===== config.mk =====
export PLATFORM = sky130hd
export DESIGN_NAME = hdmi_channel_scheduler_flat
export DESIGN_NICKNAME = d
export VERILOG_FILES = /design/src/rtl/hdmi_channel_scheduler_pkg.sv /design/src/rtl/hdmi_channel_scheduler_if.sv /design/src/rtl/hdmi_channel_scheduler_arb.sv /design/src/rtl/hdmi_channel_scheduler.sv /design/src/flat_wrapper.sv
export SDC_FILE = /design/constraint.sdc
export NUM_CORES = 1
export LEC_CHECK = 0
export ABC_AREA = 1
export CAP_MARGIN = 20
export CORE_ASPECT_RATIO = 0.9
export CORE_MARGIN = 1
export CORE_UTILIZATION = 55
export CTS_BUF_LIST = sky130_fd_sc_hd__clkbuf_8
export DETAILED_ROUTE_END_ITERATION = 7
export DONT_BUFFER_PORTS = 1
export GPL_TIMING_DRIVEN = 0
export PLACE_DENSITY = 0.7
export SLEW_MARGIN = 10
export SYNTH_ARGS = -nofsm -noshare
export SYNTH_HDL_FRONTEND = slang
export SYNTH_HIERARCHICAL = 1
export SYNTH_SLANG_ARGS = --single-unit

===== constraint.sdc =====
create_clock -name clk -period 6.76 [get_ports clk]
set_input_delay 1.352 -clock clk [delete_from_list [all_inputs] [get_ports clk]]
set_output_delay 1.352 -clock clk [all_outputs]
set_load 0.03 [all_outputs]

===== src/rtl/hdmi_channel_scheduler_pkg.sv =====
// Shared constants, button FSM encoding and sample magnitude helper for the
// HDMI channel scheduler.
package hdmi_sched_pkg;

  localparam int unsigned NUM_CH = 4;
  localparam int unsigned CH_W   = 2;
  localparam int unsigned VAL_W  = 12;
  localparam int unsigned PX_W   = 12;

  localparam logic [VAL_W-1:0] MAG_MAX = 12'd2047;

  typedef enum logic [1:0] {
    StIdle,
    StDebPress,
    StHeld,
    StDebRel
  } btn_state_e;

  // Absolute value of a two's complement sample; the most negative code has no
  // positive twin, so it clamps to MAG_MAX.
  function automatic logic [VAL_W-1:0] sat_mag(input logic [VAL_W-1:0] d);
    logic [VAL_W-1:0] neg;
    neg = ~d + 1'b1;
    if (d == {1'b1, {(VAL_W-1){1'b0}}}) begin
      sat_mag = MAG_MAX;
    end else begin
      sat_mag = d[VAL_W-1] ? neg : d;
    end
  endfunction

endpackage


===== src/rtl/hdmi_channel_scheduler_if.sv =====
// Bus between the sample producers / video timing (master) and the scheduler
// (slave).
interface hdmi_channel_scheduler_if;
  import hdmi_sched_pkg::*;

  logic [NUM_CH-1:0]       smp_valid;
  logic [NUM_CH*VAL_W-1:0] smp_data;
  logic [NUM_CH-1:0]       smp_ready;
  logic                    btn_next;
  logic                    auto_en;
  logic [PX_W-1:0]         px_x;
  logic [PX_W-1:0]         px_y;
  logic                    data_en;
  logic [CH_W-1:0]         channel_select;
  logic [VAL_W-1:0]        val;
  logic                    frame_tick;

  modport master (
    output smp_valid, smp_data, btn_next, auto_en, px_x, px_y, data_en,
    input  smp_ready, channel_select, val, frame_tick
  );

  modport slave (
    input  smp_valid, smp_data, btn_next, auto_en, px_x, px_y, data_en,
    output smp_ready, channel_select, val, frame_tick
  );

endinterface


===== src/rtl/hdmi_channel_scheduler_arb.sv =====
// Four-way round-robin arbiter. Grant is combinational from the request vector
// and a registered pointer that moves just past the last winner.
module hdmi_rr_arbiter4
  import hdmi_sched_pkg::*;
(
  input  logic              clk,
  input  logic              rst,
  input  logic [NUM_CH-1:0] i_req,
  output logic [NUM_CH-1:0] o_gnt,
  output logic [CH_W-1:0]   o_gnt_idx,
  output logic              o_gnt_vld
);

  logic [CH_W-1:0] r_ptr;
  logic [CH_W-1:0] w_idx;

  // Search from the pointer upward, wrapping 3 -> 0; nothing granted in reset.
  always_comb begin
    o_gnt     = '0;
    o_gnt_idx = r_ptr;
    o_gnt_vld = 1'b0;
    w_idx     = '0;
    for (int i = 0; i < int'(NUM_CH); i++) begin
      w_idx = r_ptr + CH_W'(i);
      if (!o_gnt_vld && !rst && i_req[w_idx]) begin
        o_gnt_vld    = 1'b1;
        o_gnt_idx    = w_idx;
        o_gnt[w_idx] = 1'b1;
      end
    end
  end

  // Pointer advances past the winner, holds when idle.
  always_ff @(posedge clk) begin
    if (rst) begin
      r_ptr <= '0;
    end else if (o_gnt_vld) begin
      r_ptr <= o_gnt_idx + 1'b1;
    end
  end

endmodule


===== src/rtl/hdmi_channel_scheduler.sv =====
// Shares one peak-hold store between four sample producers and presents a
// frame-stable channel/peak pair to the renderer, updated only at frame start.
module hdmi_channel_scheduler
  import hdmi_sched_pkg::*;
#(
  parameter int unsigned AUTO_FRAMES     = 120,
  parameter int unsigned DEBOUNCE_CYCLES = 16
) (
  input logic                      clk,
  input logic                      rst,
  hdmi_channel_scheduler_if.slave  io_sched
);

  localparam int unsigned FC_W = $clog2(AUTO_FRAMES + 1);
  localparam int unsigned DC_W = $clog2(DEBOUNCE_CYCLES + 1);
  localparam logic [FC_W-1:0] FC_LAST = FC_W'(AUTO_FRAMES - 1);
  localparam logic [DC_W-1:0] DC_LAST = DC_W'(DEBOUNCE_CYCLES - 1);

  logic [NUM_CH-1:0] w_gnt;
  logic [CH_W-1:0]   w_gnt_idx;
  logic              w_gnt_vld;
  logic [VAL_W-1:0]  w_smp;
  logic [VAL_W-1:0]  w_mag;
  logic              w_fs;
  logic              w_adv;
  logic [CH_W-1:0]   w_next_sel;

  logic              r_btn_meta;
  logic              r_btn_sync;
  btn_state_e        r_state;
  logic [DC_W-1:0]   r_deb_cnt;
  logic              r_pending_adv;
  logic [FC_W-1:0]   r_frame_cnt;
  logic [CH_W-1:0]   r_sel;
  logic [VAL_W-1:0]  r_val;
  logic              r_tick;
  logic [VAL_W-1:0]  r_peak [NUM_CH];

  hdmi_rr_arbiter4 u_arb (
    .clk       (clk),
    .rst       (rst),
    .i_req     (io_sched.smp_valid),
    .o_gnt     (w_gnt),
    .o_gnt_idx (w_gnt_idx),
    .o_gnt_vld (w_gnt_vld)
  );

  assign io_sched.smp_ready      = w_gnt;
  assign io_sched.channel_select = r_sel;
  assign io_sched.val            = r_val;
  assign io_sched.frame_tick     = r_tick;

  assign w_smp = io_sched.smp_data[w_gnt_idx*VAL_W +: VAL_W];
  assign w_mag = sat_mag(w_smp);
  assign w_fs  = io_sched.data_en && (io_sched.px_x == '0) && (io_sched.px_y == '0);
  // Button and auto requests collapse into a single step.
  assign w_adv = r_pending_adv || (io_sched.auto_en && (r_frame_cnt == FC_LAST));
  assign w_next_sel = r_sel + CH_W'(w_adv);

  // Two-flop synchroniser for the asynchronous push-button.
  always_ff @(posedge clk) begin
    if (rst) begin
      r_btn_meta <= 1'b0;
      r_btn_sync <= 1'b0;
    end else begin
      r_btn_meta <= io_sched.btn_next;
      r_btn_sync <= r_btn_meta;
    end
  end

  // Debounce FSM; an accepted press latches a pending advance until frame start.
  always_ff @(posedge clk) begin
    if (rst) begin
      r_state       <= StIdle;
      r_deb_cnt     <= '0;
      r_pending_adv <= 1'b0;
    end else begin
      if (w_fs) r_pending_adv <= 1'b0;
      unique case (r_state)
        StIdle: begin
          if (r_btn_sync) begin
            r_state   <= StDebPress;
            r_deb_cnt <= '0;
          end
        end
        StDebPress: begin
          if (!r_btn_sync) begin
            r_state <= StIdle;
          end else if (r_deb_cnt == DC_LAST) begin
            r_state       <= StHeld;
            // Wins over the FS clear so a press completing on FS is not lost.
            r_pending_adv <= 1'b1;
          end else begin
            r_deb_cnt <= r_deb_cnt + 1'b1;
          end
        end
        StHeld: begin
          if (!r_btn_sync) begin
            r_state   <= StDebRel;
            r_deb_cnt <= '0;
          end
        end
        StDebRel: begin
          if (r_btn_sync) begin
            r_state <= StHeld;
          end else if (r_deb_cnt == DC_LAST) begin
            r_state <= StIdle;
          end else begin
            r_deb_cnt <= r_deb_cnt + 1'b1;
          end
        end
        default: r_state <= StIdle;
      endcase
    end
  end

  // Auto-rotate frame counter; any advance restarts the count.
  always_ff @(posedge clk) begin
    if (rst || !io_sched.auto_en) begin
      r_frame_cnt <= '0;
    end else if (w_fs) begin
      r_frame_cnt <= w_adv ? '0 : r_frame_cnt + 1'b1;
    end
  end

  // Renderer-facing registers change only at frame start.
  always_ff @(posedge clk) begin
    if (rst) begin
      r_sel  <= '0;
      r_val  <= '0;
      r_tick <= 1'b0;
    end else begin
      r_tick <= w_fs;
      if (w_fs) begin
        r_sel <= w_next_sel;
        r_val <= r_peak[w_next_sel];
      end
    end
  end

  // Peak hold; frame start clears, and a same-cycle sample seeds the new frame.
  always_ff @(posedge clk) begin
    for (int ch = 0; ch < int'(NUM_CH); ch++) begin
      if (rst) begin
        r_peak[ch] <= '0;
      end else if (w_fs) begin
        r_peak[ch] <= w_gnt[ch] ? w_mag : '0;
      end else if (w_gnt[ch] && (w_mag > r_peak[ch])) begin
        r_peak[ch] <= w_mag;
      end
    end
  end

endmodule


===== src/flat_wrapper.sv =====
// flat-port wrapper written by rule: the top's interface ports become plain ports
module hdmi_channel_scheduler_flat import hdmi_sched_pkg::*;
#(
  parameter int unsigned AUTO_FRAMES     = 120,
  parameter int unsigned DEBOUNCE_CYCLES = 16
)
  (clk, rst, io_sched_smp_valid, io_sched_smp_data, io_sched_btn_next, io_sched_auto_en, io_sched_px_x, io_sched_px_y, io_sched_data_en, io_sched_smp_ready, io_sched_channel_select, io_sched_val, io_sched_frame_tick);
  hdmi_channel_scheduler_if io_sched_i ();
  input logic clk;
  input logic rst;
  input wire logic [$bits(io_sched_i.smp_valid)-1:0] io_sched_smp_valid;
  input wire logic [$bits(io_sched_i.smp_data)-1:0] io_sched_smp_data;
  input wire logic [$bits(io_sched_i.btn_next)-1:0] io_sched_btn_next;
  input wire logic [$bits(io_sched_i.auto_en)-1:0] io_sched_auto_en;
  input wire logic [$bits(io_sched_i.px_x)-1:0] io_sched_px_x;
  input wire logic [$bits(io_sched_i.px_y)-1:0] io_sched_px_y;
  input wire logic [$bits(io_sched_i.data_en)-1:0] io_sched_data_en;
  output wire logic [$bits(io_sched_i.smp_ready)-1:0] io_sched_smp_ready;
  output wire logic [$bits(io_sched_i.channel_select)-1:0] io_sched_channel_select;
  output wire logic [$bits(io_sched_i.val)-1:0] io_sched_val;
  output wire logic [$bits(io_sched_i.frame_tick)-1:0] io_sched_frame_tick;
  assign io_sched_i.smp_valid = io_sched_smp_valid;
  assign io_sched_i.smp_data = io_sched_smp_data;
  assign io_sched_i.btn_next = io_sched_btn_next;
  assign io_sched_i.auto_en = io_sched_auto_en;
  assign io_sched_i.px_x = io_sched_px_x;
  assign io_sched_i.px_y = io_sched_px_y;
  assign io_sched_i.data_en = io_sched_data_en;
  assign io_sched_smp_ready = io_sched_i.smp_ready;
  assign io_sched_channel_select = io_sched_i.channel_select;
  assign io_sched_val = io_sched_i.val;
  assign io_sched_frame_tick = io_sched_i.frame_tick;
  hdmi_channel_scheduler #(.AUTO_FRAMES(AUTO_FRAMES), .DEBOUNCE_CYCLES(DEBOUNCE_CYCLES)) u_core (.clk(clk), .rst(rst), .io_sched(io_sched_i));
endmodule

run_1/clk_routes.png
The bar under the picture is 20 um long.
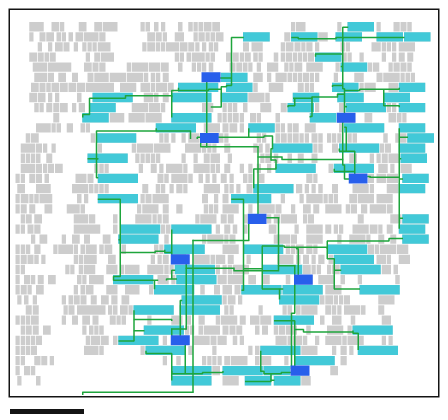
Green shows clock wires, length 1010 um. Cyan shows flip-flops, count 82. Blue shows clock drivers, count 9.
Position of the flops: spread over the die. There are 10 routed clock nets.

run_1/flops_by_reg.png
Other sequential cells in the stronger gray, the rest of the logic in the fainter gray.
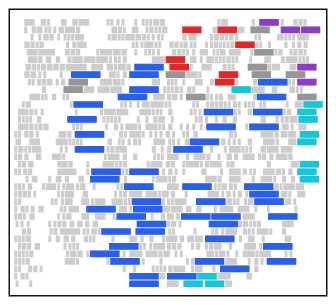
Cyan shows u_core/io_sched.val, flops 12. Purple shows u_core/r_deb_cnt, flops 5, where top right. Red shows u_core/r_frame_cnt, flops 7. Blue shows u_core/r_peak, flops 48.
Another 10 sequential cells are not colored.
Seq area share: 0.316
Reg area: 2120 sq um

==> impl_metrics.csv, run 1 <==
group,metric,value,unit
worst_setup_path,cp-end-kind,"register",
timing,hold_violations,0,
clocking,cts_hold_buf,0,
yosys,top_cells_by_area,"edfxtp_1 23%, ha_1 12%, dfxtp_1 11%",
placement,gp_congestion,0.898,
global_routing,grt_pass1_wl,25.5,mm
clocking,clk_pin_slew,0.09,ns
global_routing,grt_overflow,0,
final_layout,comb_area_frac,0.529,
global_routing,grt-busiest-layer,"met2",
final_layout,seq_cell_count,82,
floorplan,rows,36,
timing,fin_setup_tns,0,ns
drt,wl_per_cell,15.7,um
global_routing,grt_util_all_layers,0.277,
flow_run,warnings,32,
worst_setup_path,arrival,5.61,ns
placement,pre_cts_ws,0.909,ns
final_layout,final_cell_mix,"179 x nand2_1, 117 x inv_1, 94 x nor2_1, 61 x nand3_1, 60 x ha_1",
final_layout,logic_area,3550,sq um
final_layout,fin_area,6710,sq um
yosys,edf_count,48,
yosys,yosysUniqueCellTypes,44,
final_layout,largest_register,"u_core/r_peak",
worst_setup_path,crit_fanout,12,
worst_setup_path,crit_cells,32,
min_path,min-delay-start,"u_core/r_btn_meta",
timing,fin_skew,0.0136,ns
worst_setup_path,cpMaxStageDelayCell,"nand2_1",
worst_setup_path,worst_r2r_path_depth,32,
final_layout,fillers,985,
run_status,status,"finished, final reports clean",
yosys,ys_seq_frac,0.335,
timing,fin_crit_sh,0.829,
drt,wl_met3,1.11,mm
worst_setup_path,cp_data_required_time,6.76,ns
global_routing,use_met3,0.0497,
min_path,min_path_type,"reg -> reg",
min_path,holdPathEnd,"u_core/r_btn_sync",
global_routing,grt_max_degree,17,
floorplan,coreArea,11000,sq um
run_1/io_placement.png
Pins as bars across the die edge, other pins in gray.
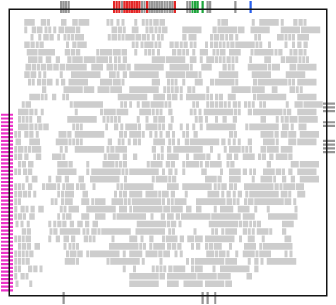
Green shows io_sched_smp_ready, pins 4, direction output, edge top. Red shows io_sched_px_x, pins 12, direction input, edge top. Blue shows io_sched_btn_next, pins 1, direction input, edge top. Magenta shows io_sched_smp_data, pins 48, direction input, edge left.
All pins by edge: 48 left, 39 top, 9 right, 4 bottom.
# port buffers: 0
die y size: 104 um
die width: 115 um

[run 1: kinds of logic (layout without fill, tap and decap cells)]
| group | Yosys count | after routing | synth area share |
|---|---|---|---|
| adder cells (fa/ha/maj) | 60 | 60 | 0.119 |
| AND-OR/OR-AND | 116 | 116 | 0.111 |
| XOR/XNOR | 8 | 8 | 0.0111 |
| buffers and inverters | 159 | 177 | 0.104 |
| AND/OR/NAND/NOR | 424 | 424 | 0.320 |
| flip-flops | 82 | 82 | 0.335 |
[run 1: through the flow]
step / util / cells / hold slack [ns]
floorplan: - / 849 / 0.388
global placement: 0.591 / 1001 / 0.401
detailed placement: 0.592 / 1003 / 0.402
CTS: 0.608 / 1019 / 0.416
global route: 0.608 / 1019 / 0.437
finish: 0.608 / 1019 / 0.411
run_1/clocks.png
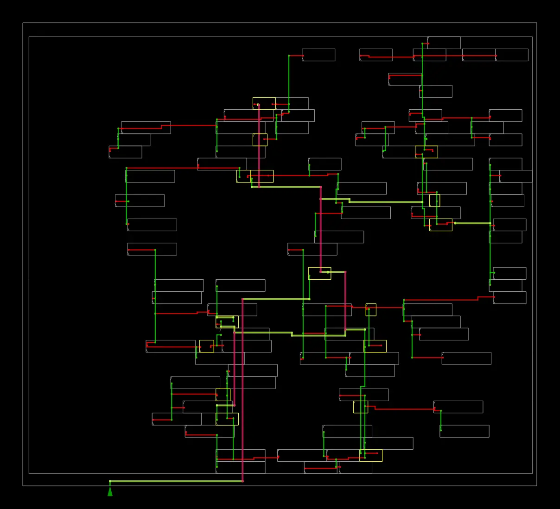

==> run 2, diff against run 1 <==
- PLACE_DENSITY: 0.7 -> 0.73
- clock period: 6.76 -> 5 ns (I/O delays scaled with it)
run_2/clocks.png
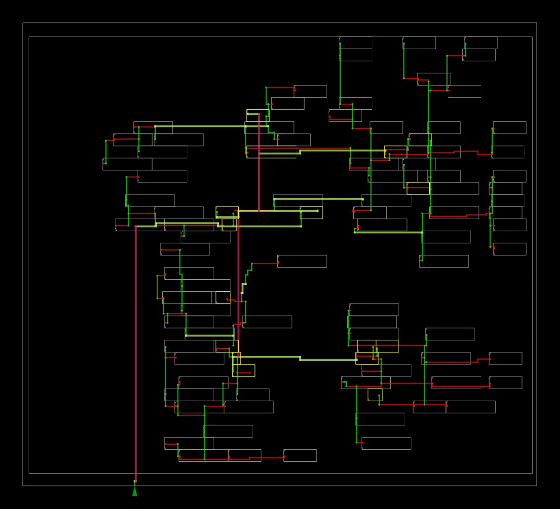
# clock sinks: 82
count of sequential standard cells: 82

==> impl_metrics.csv, run 2 <==
group,metric,value,unit
run_status,status,"finished, final reports clean",
yosys,compound_area_frac,0.111,
yosys,synth.logic.top_family,"simple AND/OR/NAND/NOR gates",
worst_setup_path,setup.worst_path.start_class,"register",
timing,fin_crit_sh,0.951,
placement,dp.cells,1003,
floorplan,rows,36,
yosys,synthXorXnorAreaFrac,0.0111,
final_layout,fin_area,6930,sq um
timing,fin_setup_tns,0,ns
final_layout,final_cell_mix,"171 x nand2_1, 111 x inv_1, 91 x nor2_1, 60 x nand3_1, 58 x ha_1",
floorplan,dieWidth,115,um
placement,gp_congestion,0.934,
clocking,post_cts_resized,22,
floorplan,die_y,104,um
yosys,simple_gate_share,0.320,
placement,port_buffers,0,
worst_setup_path,crit_fanout,10,
worst_setup_path,cp_data_required_time,5.11,ns
final_layout,final_util,0.628,
yosys,ys_sh_adder,0.119,
min_path,min-delay-start,"u_core/r_btn_meta",
placement,pre_cts_ws,-0.453,ns
yosys,synth_top_area_share,0.228,
global_routing,grt-busiest-layer,"met2",
placement,place_area,6530,sq um
worst_setup_path,crit_cells,36,
yosys,mux_share,0,
flow_run,warnings,32,
timing,hold_ws,0.424,ns
worst_setup_path,arrival,4.87,ns
global_routing,use_met3,0.0456,
final_layout,stdcell_count,1027,
floorplan,coreArea,11000,sq um
final_layout,largest_register,"u_core/r_peak",
worst_setup_path,reg2reg_setup_slack,0.25,ns
worst_setup_path,worst_r2r_path_depth,36,
yosys,top_cells_by_area,"edfxtp_1 23%, ha_1 12%, dfxtp_1 11%",
global_routing,grt_pass1_wl,25.6,mm
final_layout,diodes,0,
global_routing,grt_util_all_layers,0.276,
drt,wl_met3,1.24,mm
worst_setup_path,cpMaxStageDelayCell,"dfxtp_4",
yosys,ys_seq_elements,82,
clocking,clk_pin_slew,0.09,ns
yosys,ys_seq_frac,0.335,
yosys,edf_count,48,
global_routing,grt_overflow,0,
min_path,holdPathEnd,"u_core/r_btn_sync",
min_path,min_path_type,"reg -> reg",
yosys,yosys.area.top_type,"edfxtp_1",
global_routing,grt_max_degree,16,
drt,wl_per_cell,15.8,um
clocking,cts_hold_buf,0,
drt,vias_per_cell,5.68,
yosys,yosysUniqueCellTypes,44,
clocking,cts_root_buffer,"clkbuf_8",
timing,fin_skew,0.0109,ns
clocking,cts_tree,"yes",
==> run 2: final cells by class <==
type                            count  area, sq um  share of cell area
Multi-Input combinational cell    608         3630               0.523
Sequential cell                    82         2130               0.307
Inverter                          135          526              0.0758
Tap cell                          152          190              0.0274
Buffer                             23          168              0.0242
Clock buffer                       10          138              0.0199
Timing Repair Buffer               11         80.1              0.0116
Clock inverter                      6         72.6              0.0105
